## src/rtl/display_pkg.sv

```systemverilog
// Shared types and constants for the seven-segment scan driver.
// Message codes match the decoder stage's lookup table.
package display_pkg;

    localparam int CONT_W = 2;

    localparam logic [2:0] MSG_OFF  = 3'b000;
    localparam logic [2:0] MSG_PARE = 3'b001;
    localparam logic [2:0] MSG_OCUP = 3'b010;
    localparam logic [2:0] MSG_SIGA = 3'b011;
    localparam logic [2:0] MSG_ERRO = 3'b100;

    typedef enum logic [1:0] {
        IDLE     = 2'b00,
        SHOW_ON  = 2'b01,
        SHOW_OFF = 2'b10
    } state_t;

    // Codes above erro are not defined by the decoder; show them as blank.
    function automatic logic [2:0] msg_sanitise(input logic [2:0] m);
        return (m > MSG_ERRO) ? MSG_OFF : m;
    endfunction

endpackage

```

## src/rtl/display_scan_if.sv

```systemverilog
// Bundle between the message controller, the scan driver and the decoder.
// master = controller/decoder side, slave = display_scan.
interface display_scan_if;
    import display_pkg::*;

    logic [2:0]        msg_in;
    logic              msg_load;
    logic              blink_en;
    logic [CONT_W-1:0] cont;
    logic [2:0]        dis;
    logic              frame_tick;

    modport master (
        output msg_in, msg_load, blink_en,
        input  cont, dis, frame_tick
    );

    modport slave (
        input  msg_in, msg_load, blink_en,
        output cont, dis, frame_tick
    );

endinterface

```

## src/rtl/display_scan_tick_gen.sv

```systemverilog
// Free-running prescaler: tick is high on the last count of each period.
// Counter width is at least one bit so DIV=1 still elaborates.
module tick_gen #(
    parameter int DIV = 50000
) (
    input  logic clock,
    input  logic reset,
    output logic tick
);

    localparam int W = (DIV > 1) ? $clog2(DIV) : 1;
    localparam logic [W-1:0] LAST = W'(DIV - 1);

    logic [W-1:0] r_cnt;
    logic         w_last;

    assign w_last = (r_cnt == LAST);
    assign tick   = w_last;

    // Count 0..DIV-1 and wrap.
    always_ff @(posedge clock) begin
        if (reset) begin
            r_cnt <= '0;
        end else if (w_last) begin
            r_cnt <= '0;
        end else begin
            r_cnt <= r_cnt + 1'b1;
        end
    end

endmodule

```

## src/rtl/display_scan.sv

```systemverilog
// Digit scan and message state for the 4-digit seven-segment decoder.
// Holds a requested message, blinks it per frame and clears it on timeout.
module display_scan
    import display_pkg::*;
#(
    parameter int SCAN_DIV     = 50000,
    parameter int BLINK_FRAMES = 125,
    parameter int HOLD_FRAMES  = 750
) (
    input  logic         clock,
    input  logic         reset,
    display_scan_if.slave bus
);

    localparam int BLINK_W = (BLINK_FRAMES > 1) ? $clog2(BLINK_FRAMES) : 1;
    localparam int HOLD_W  = (HOLD_FRAMES > 1) ? $clog2(HOLD_FRAMES) : 1;

    localparam logic [BLINK_W-1:0] BLINK_LAST =
        BLINK_W'((BLINK_FRAMES > 0) ? BLINK_FRAMES - 1 : 0);
    localparam logic [HOLD_W-1:0] HOLD_LAST =
        HOLD_W'((HOLD_FRAMES > 0) ? HOLD_FRAMES - 1 : 0);
    localparam bit HOLD_ON = (HOLD_FRAMES != 0);

    logic              w_tick;
    logic              w_frame;
    logic [2:0]        w_msg_san;

    logic [CONT_W-1:0] r_cont;
    logic              r_frame_tick;

    state_t            r_state;
    state_t            w_state_nxt;
    logic [2:0]        r_msg;
    logic [2:0]        w_msg_nxt;
    logic              r_blink;
    logic              w_blink_nxt;
    logic [BLINK_W-1:0] r_bcnt;
    logic [BLINK_W-1:0] w_bcnt_nxt;
    logic [HOLD_W-1:0] r_hcnt;
    logic [HOLD_W-1:0] w_hcnt_nxt;
    logic [2:0]        r_dis;
    logic [2:0]        w_dis_nxt;

    tick_gen #(
        .DIV (SCAN_DIV)
    ) u_scan_tick (
        .clock (clock),
        .reset (reset),
        .tick  (w_tick)
    );

    assign w_frame   = w_tick && (r_cont == CONT_W'(3));
    assign w_msg_san = msg_sanitise(bus.msg_in);

    assign bus.cont       = r_cont;
    assign bus.dis        = r_dis;
    assign bus.frame_tick = r_frame_tick;

    // Digit select advances once per slot; frame pulse follows the 11->00 wrap.
    always_ff @(posedge clock) begin
        if (reset) begin
            r_cont       <= '0;
            r_frame_tick <= 1'b0;
        end else begin
            if (w_tick) begin
                r_cont <= r_cont + 1'b1;
            end
            r_frame_tick <= w_frame;
        end
    end

    // Message state register, counters and registered display code.
    always_ff @(posedge clock) begin
        if (reset) begin
            r_state <= IDLE;
            r_msg   <= MSG_OFF;
            r_blink <= 1'b0;
            r_bcnt  <= '0;
            r_hcnt  <= '0;
            r_dis   <= MSG_OFF;
        end else begin
            r_state <= w_state_nxt;
            r_msg   <= w_msg_nxt;
            r_blink <= w_blink_nxt;
            r_bcnt  <= w_bcnt_nxt;
            r_hcnt  <= w_hcnt_nxt;
            r_dis   <= w_dis_nxt;
        end
    end

    // Next state: a load beats timeout and blink; timeout beats blink.
    always_comb begin
        w_state_nxt = r_state;
        w_msg_nxt   = r_msg;
        w_blink_nxt = r_blink;
        w_bcnt_nxt  = r_bcnt;
        w_hcnt_nxt  = r_hcnt;

        if (bus.msg_load) begin
            w_msg_nxt   = w_msg_san;
            w_blink_nxt = bus.blink_en;
            w_bcnt_nxt  = '0;
            w_hcnt_nxt  = '0;
            w_state_nxt = (w_msg_san == MSG_OFF) ? IDLE : SHOW_ON;
        end else if (w_frame && (r_state != IDLE)) begin
            if (HOLD_ON && (r_msg != MSG_ERRO) && (r_hcnt == HOLD_LAST)) begin
                w_msg_nxt   = MSG_OFF;
                w_state_nxt = IDLE;
                w_bcnt_nxt  = '0;
                w_hcnt_nxt  = '0;
            end else begin
                if (HOLD_ON && (r_hcnt != HOLD_LAST)) begin
                    w_hcnt_nxt = r_hcnt + 1'b1;
                end
                if (r_blink) begin
                    if (r_bcnt == BLINK_LAST) begin
                        w_bcnt_nxt = '0;
                        unique case (r_state)
                            SHOW_ON:  w_state_nxt = SHOW_OFF;
                            SHOW_OFF: w_state_nxt = SHOW_ON;
                            default:  w_state_nxt = r_state;
                        endcase
                    end else begin
                        w_bcnt_nxt = r_bcnt + 1'b1;
                    end
                end
            end
        end

        w_dis_nxt = (w_state_nxt == SHOW_ON) ? w_msg_nxt : MSG_OFF;
    end

endmodule

```

## src/flat_wrapper.sv

```systemverilog
// flat-port wrapper written by rule: the top's interface ports become plain ports
module display_scan_flat import display_pkg::*;
#(
    parameter int SCAN_DIV     = 50000,
    parameter int BLINK_FRAMES = 125,
    parameter int HOLD_FRAMES  = 750
)
  (clock, reset, bus_msg_in, bus_msg_load, bus_blink_en, bus_cont, bus_dis, bus_frame_tick);
  display_scan_if bus_i ();
  input  logic clock;
  input  logic reset;
  input wire logic [$bits(bus_i.msg_in)-1:0] bus_msg_in;
  input wire logic [$bits(bus_i.msg_load)-1:0] bus_msg_load;
  input wire logic [$bits(bus_i.blink_en)-1:0] bus_blink_en;
  output wire logic [$bits(bus_i.cont)-1:0] bus_cont;
  output wire logic [$bits(bus_i.dis)-1:0] bus_dis;
  output wire logic [$bits(bus_i.frame_tick)-1:0] bus_frame_tick;
  assign bus_i.msg_in = bus_msg_in;
  assign bus_i.msg_load = bus_msg_load;
  assign bus_i.blink_en = bus_blink_en;
  assign bus_cont = bus_i.cont;
  assign bus_dis = bus_i.dis;
  assign bus_frame_tick = bus_i.frame_tick;
  display_scan #(.SCAN_DIV(SCAN_DIV), .BLINK_FRAMES(BLINK_FRAMES), .HOLD_FRAMES(HOLD_FRAMES)) u_core (.clock(clock), .reset(reset), .bus(bus_i));
endmodule
```

## config.mk

```make
export PLATFORM = sky130hd
export DESIGN_NAME = display_scan_flat
export DESIGN_NICKNAME = d
export VERILOG_FILES = /design/src/rtl/display_pkg.sv /design/src/rtl/display_scan_if.sv /design/src/rtl/display_scan_tick_gen.sv /design/src/rtl/display_scan.sv /design/src/flat_wrapper.sv
export SDC_FILE = /design/constraint.sdc
export NUM_CORES = 1
export LEC_CHECK = 0
export ABC_AREA = 1
export CAP_MARGIN = 20
export CORE_MARGIN = 2
export CORE_UTILIZATION = 64
export DETAILED_ROUTE_END_ITERATION = 12
export PLACE_DENSITY = 0.84
export REMOVE_ABC_BUFFERS = 1
export SETUP_SLACK_MARGIN = 0.02
export SYNTH_ARGS = -nofsm -noshare
export SYNTH_HDL_FRONTEND = slang
export SYNTH_SLANG_ARGS = --single-unit
```

## constraint.sdc

```tcl
create_clock -name clock -period 2.9 [get_ports clock]
set_input_delay 0.435 -clock clock [delete_from_list [all_inputs] [get_ports clock]]
set_output_delay 0.435 -clock clock [all_outputs]
set_load 0.02 [all_outputs]
```

Fig. 1: metal 1
The bar under the picture is 20 um long.
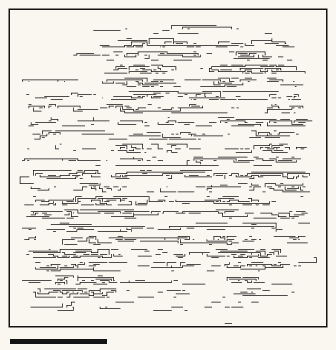
nets with wire on the layer: 358
wire length on this layer: 2130 um
share of all routed wire: 46%
main direction: horizontal

==> qor_table.md <==
| Group | Item | Reported |
|---|---|---|
| run status | Status | completed |
| synthesis | Adder Share, Synth | 3.13% |
| die | I/O Pins | 13 |
| finish | Layout Cells excl Fill | 411 |
| global routing | First-pass GRT wire length | 8.17 mm |
| synthesis | Area fraction in mux cells | 0% |
| final timing | Fin. Hold Viols | 0 |
| pwr | Static leakage power | 0.00101 uW |
| route | Vias per inst | 5.39 |
| final timing | Fraction of the cycle the final worst path needs | 70.5% |
| finish | Non-clk invs | 50 |
| finish | Signal buffers share of area | 4.54% |
| finish | Top library cells by usage in the layout, fill and taps aside | sky130_fd_sc_hd__nand2_1, sky130_fd_sc_hd__dfxtp_1, sky130_fd_sc_hd__inv_1 |
| worst setup path | Data required time of the critical path | 3.07 ns |
| final timing | Clock skew after layout | 0.00697 ns |
| synthesis | Average cell area after synthesis | 6.88 um2 |
| worst setup path | Reg-to-reg endpoint | u_core.r_bcnt[4] |
| synthesis | Sequential cell area fraction in the yosys report | 37.5% |
| clocking | Clock tree root buffer cell | sky130_fd_sc_hd__clkbuf_8 |
| global routing | Global-route layer with the greatest usage | met2 |
| clocking | Number of H-tree levels | 2 |
| synthesis | Biggest area cells | sky130_fd_sc_hd__dfxtp_1, sky130_fd_sc_hd__nand2_1, sky130_fd_sc_hd__a21oi_1, sky130_fd_sc_hd__inv_1, sky130_fd_sc_hd__nand3_1 |
| worst setup path | Dominant delay contributor by cell family on the critical path | simple AND/OR/NAND/NOR gates |
| finish | Most numerous logic cell after layout | sky130_fd_sc_hd__nand2_1 |
| clocking | Clock slew seen by the registers of the worst setup and hold paths | 0.07 ns |
| global routing | Antenna violations before repair | 0 |
| die | DIE HEIGHT | 65.3 um |
| synthesis | Number of distinct standard cells referenced by the synthesized netlist | 32 |
| worst setup path | Cell type of the slowest stage on the worst timing path | sky130_fd_sc_hd__nand4_2 |
| worst setup path | Longest individual stage delay on the worst path | 0.47 ns |
| finish | Sequential cell area share | 34.0% |
| synthesis | Cells after Synth | 349 |
| pwr | Total power consumption of the routed design | 1070 uW |
| worst setup path | Worst setup path start | u_core.r_hcnt[0] |
| pwr | Internal | 838 uW |
| finish | Share of layout cells above drive strength 1 | 6.89% |
| final timing | Max-slew violation count | 0 |
| route | Iteration-0 DRC Markers | 206 |
| finish | Number of diodes | 0 |
| die | Die span in x | 65.3 um |
| final timing | Post-layout worst setup margin | 0.857 ns |
| synthesis | Chip area line of the yosys report | 2400 um2 |
| finish | Fraction of area in multi-input gates | 48.8% |
| synthesis | Yosys Warn Count | 0 |
| place | Number of port buffers | 12 |
| synthesis | Commonest register cell after synthesis | sky130_fd_sc_hd__dfxtp_1 |
| global routing | Global route total overflow | 0 |
| global routing | Largest net degree at the start of global routing | 20 |
| place | Cell total after placement | 404 |
| finish | Nets | 376 |
| route | Total DRC errors in the routed layout | 0 |
| final timing | Hold slack final | 0.450 ns |
| hold path | End point of the worst hold path | u_core.u_scan_tick.r_cnt[0] |
| clocking | TritonCTS Sinks | 45 |
| finish | Post-layout utilization of the core | 72.9% |
| route | Sum of routed wire length over all layers | 4.62 mm |
| global routing | GR Layer Usage met3 | 6.16% |
| worst setup path | Crit path to | u_core.r_bcnt[4] |
| place | Final weighted congestion in routability-driven placement | 0.835 |
| route | Met2 wire len | 2.24 mm |
| synthesis | Post-synth tally of flip-flops with integrated enable | 0 |
| place | Post-DP Area | 2560 um2 |
| synthesis | AO/OA Area Share | 10.5% |
| die | Overall chip area | 4260 um2 |
| pwr | Relative contribution of combinational cells to total power | 5.5% |
| worst setup path | R2r setup slk | 0.86 ns |
| pwr | Power density over the cells | 404 nW/um2 |
| finish | Number of multi-input logic gates | 249 |
| hold path | Hold Crit Class | register to register |
| finish | Filler cell count | 322 |
| finish | Tally of clock buffers in the finished layout | 7 |
| worst setup path | Maximum fanout count along the critical path | 19 |
| pwr | Net switching power of the design | 232 uW |
| finish | Final-layout clock-cell area share | 3.26% |
| die | Row cnt | 22 |
| die | Effective utilization at floorplan | 66.1% |
| worst setup path | Crit Path Class | register to register |
| final timing | Worst-Margin Slew | 0.547 ns |
| worst setup path | WP depth | 8 |
| clocking | Total CTS buffers | 5 |
Fig. 2: the metal 2 layer
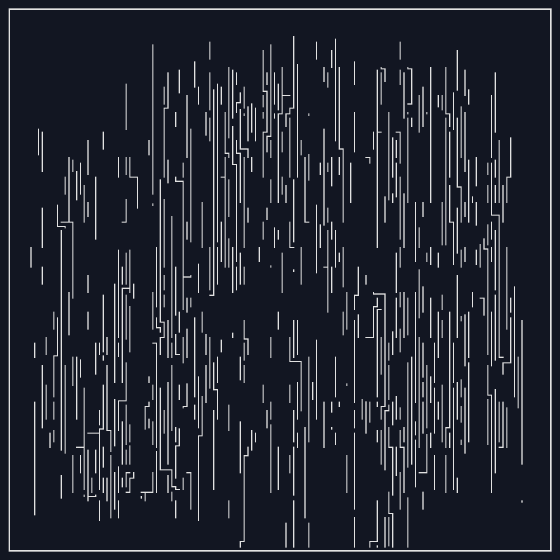
wire length on this layer: 2240 um
main direction: vertical
share of all routed wire: 49%

==> power groups by stage <==
stage / clock [uW] / sequential [uW] / combinational [uW]
after floorplan: 0 / 646 / 34.6
after global placement: 0 / 645 / 56.8
after detailed placement: 0 / 646 / 58.2
after CTS: 390 / 631 / 58.7
after global routing: 418 / 632 / 66.6
final: 381 / 631 / 58.4
==> cell families after synthesis <==
logic type,after synthesis
DFF,45
xor gates and xnor gates,9
and+or+nand+nor,187
AOI/OAI and AO/OA,47
adders and majority gates,6
buffers and inverters,55
==> sequential cells by signal, summed over array words and instances (netlist names) <==
name / cells
u_core.bus.cont: 2
u_core.r_msg: 3
u_core.r_blink: 1
u_core.u_scan_tick.r_cnt: 16
u_core.bus.frame_tick: 1
u_core.r_hcnt: 10
u_core.bus.dis: 3
u_core.r_state: 2
u_core.r_bcnt: 7
Power figures rest on the tool's default switching activity, not on a simulated workload.
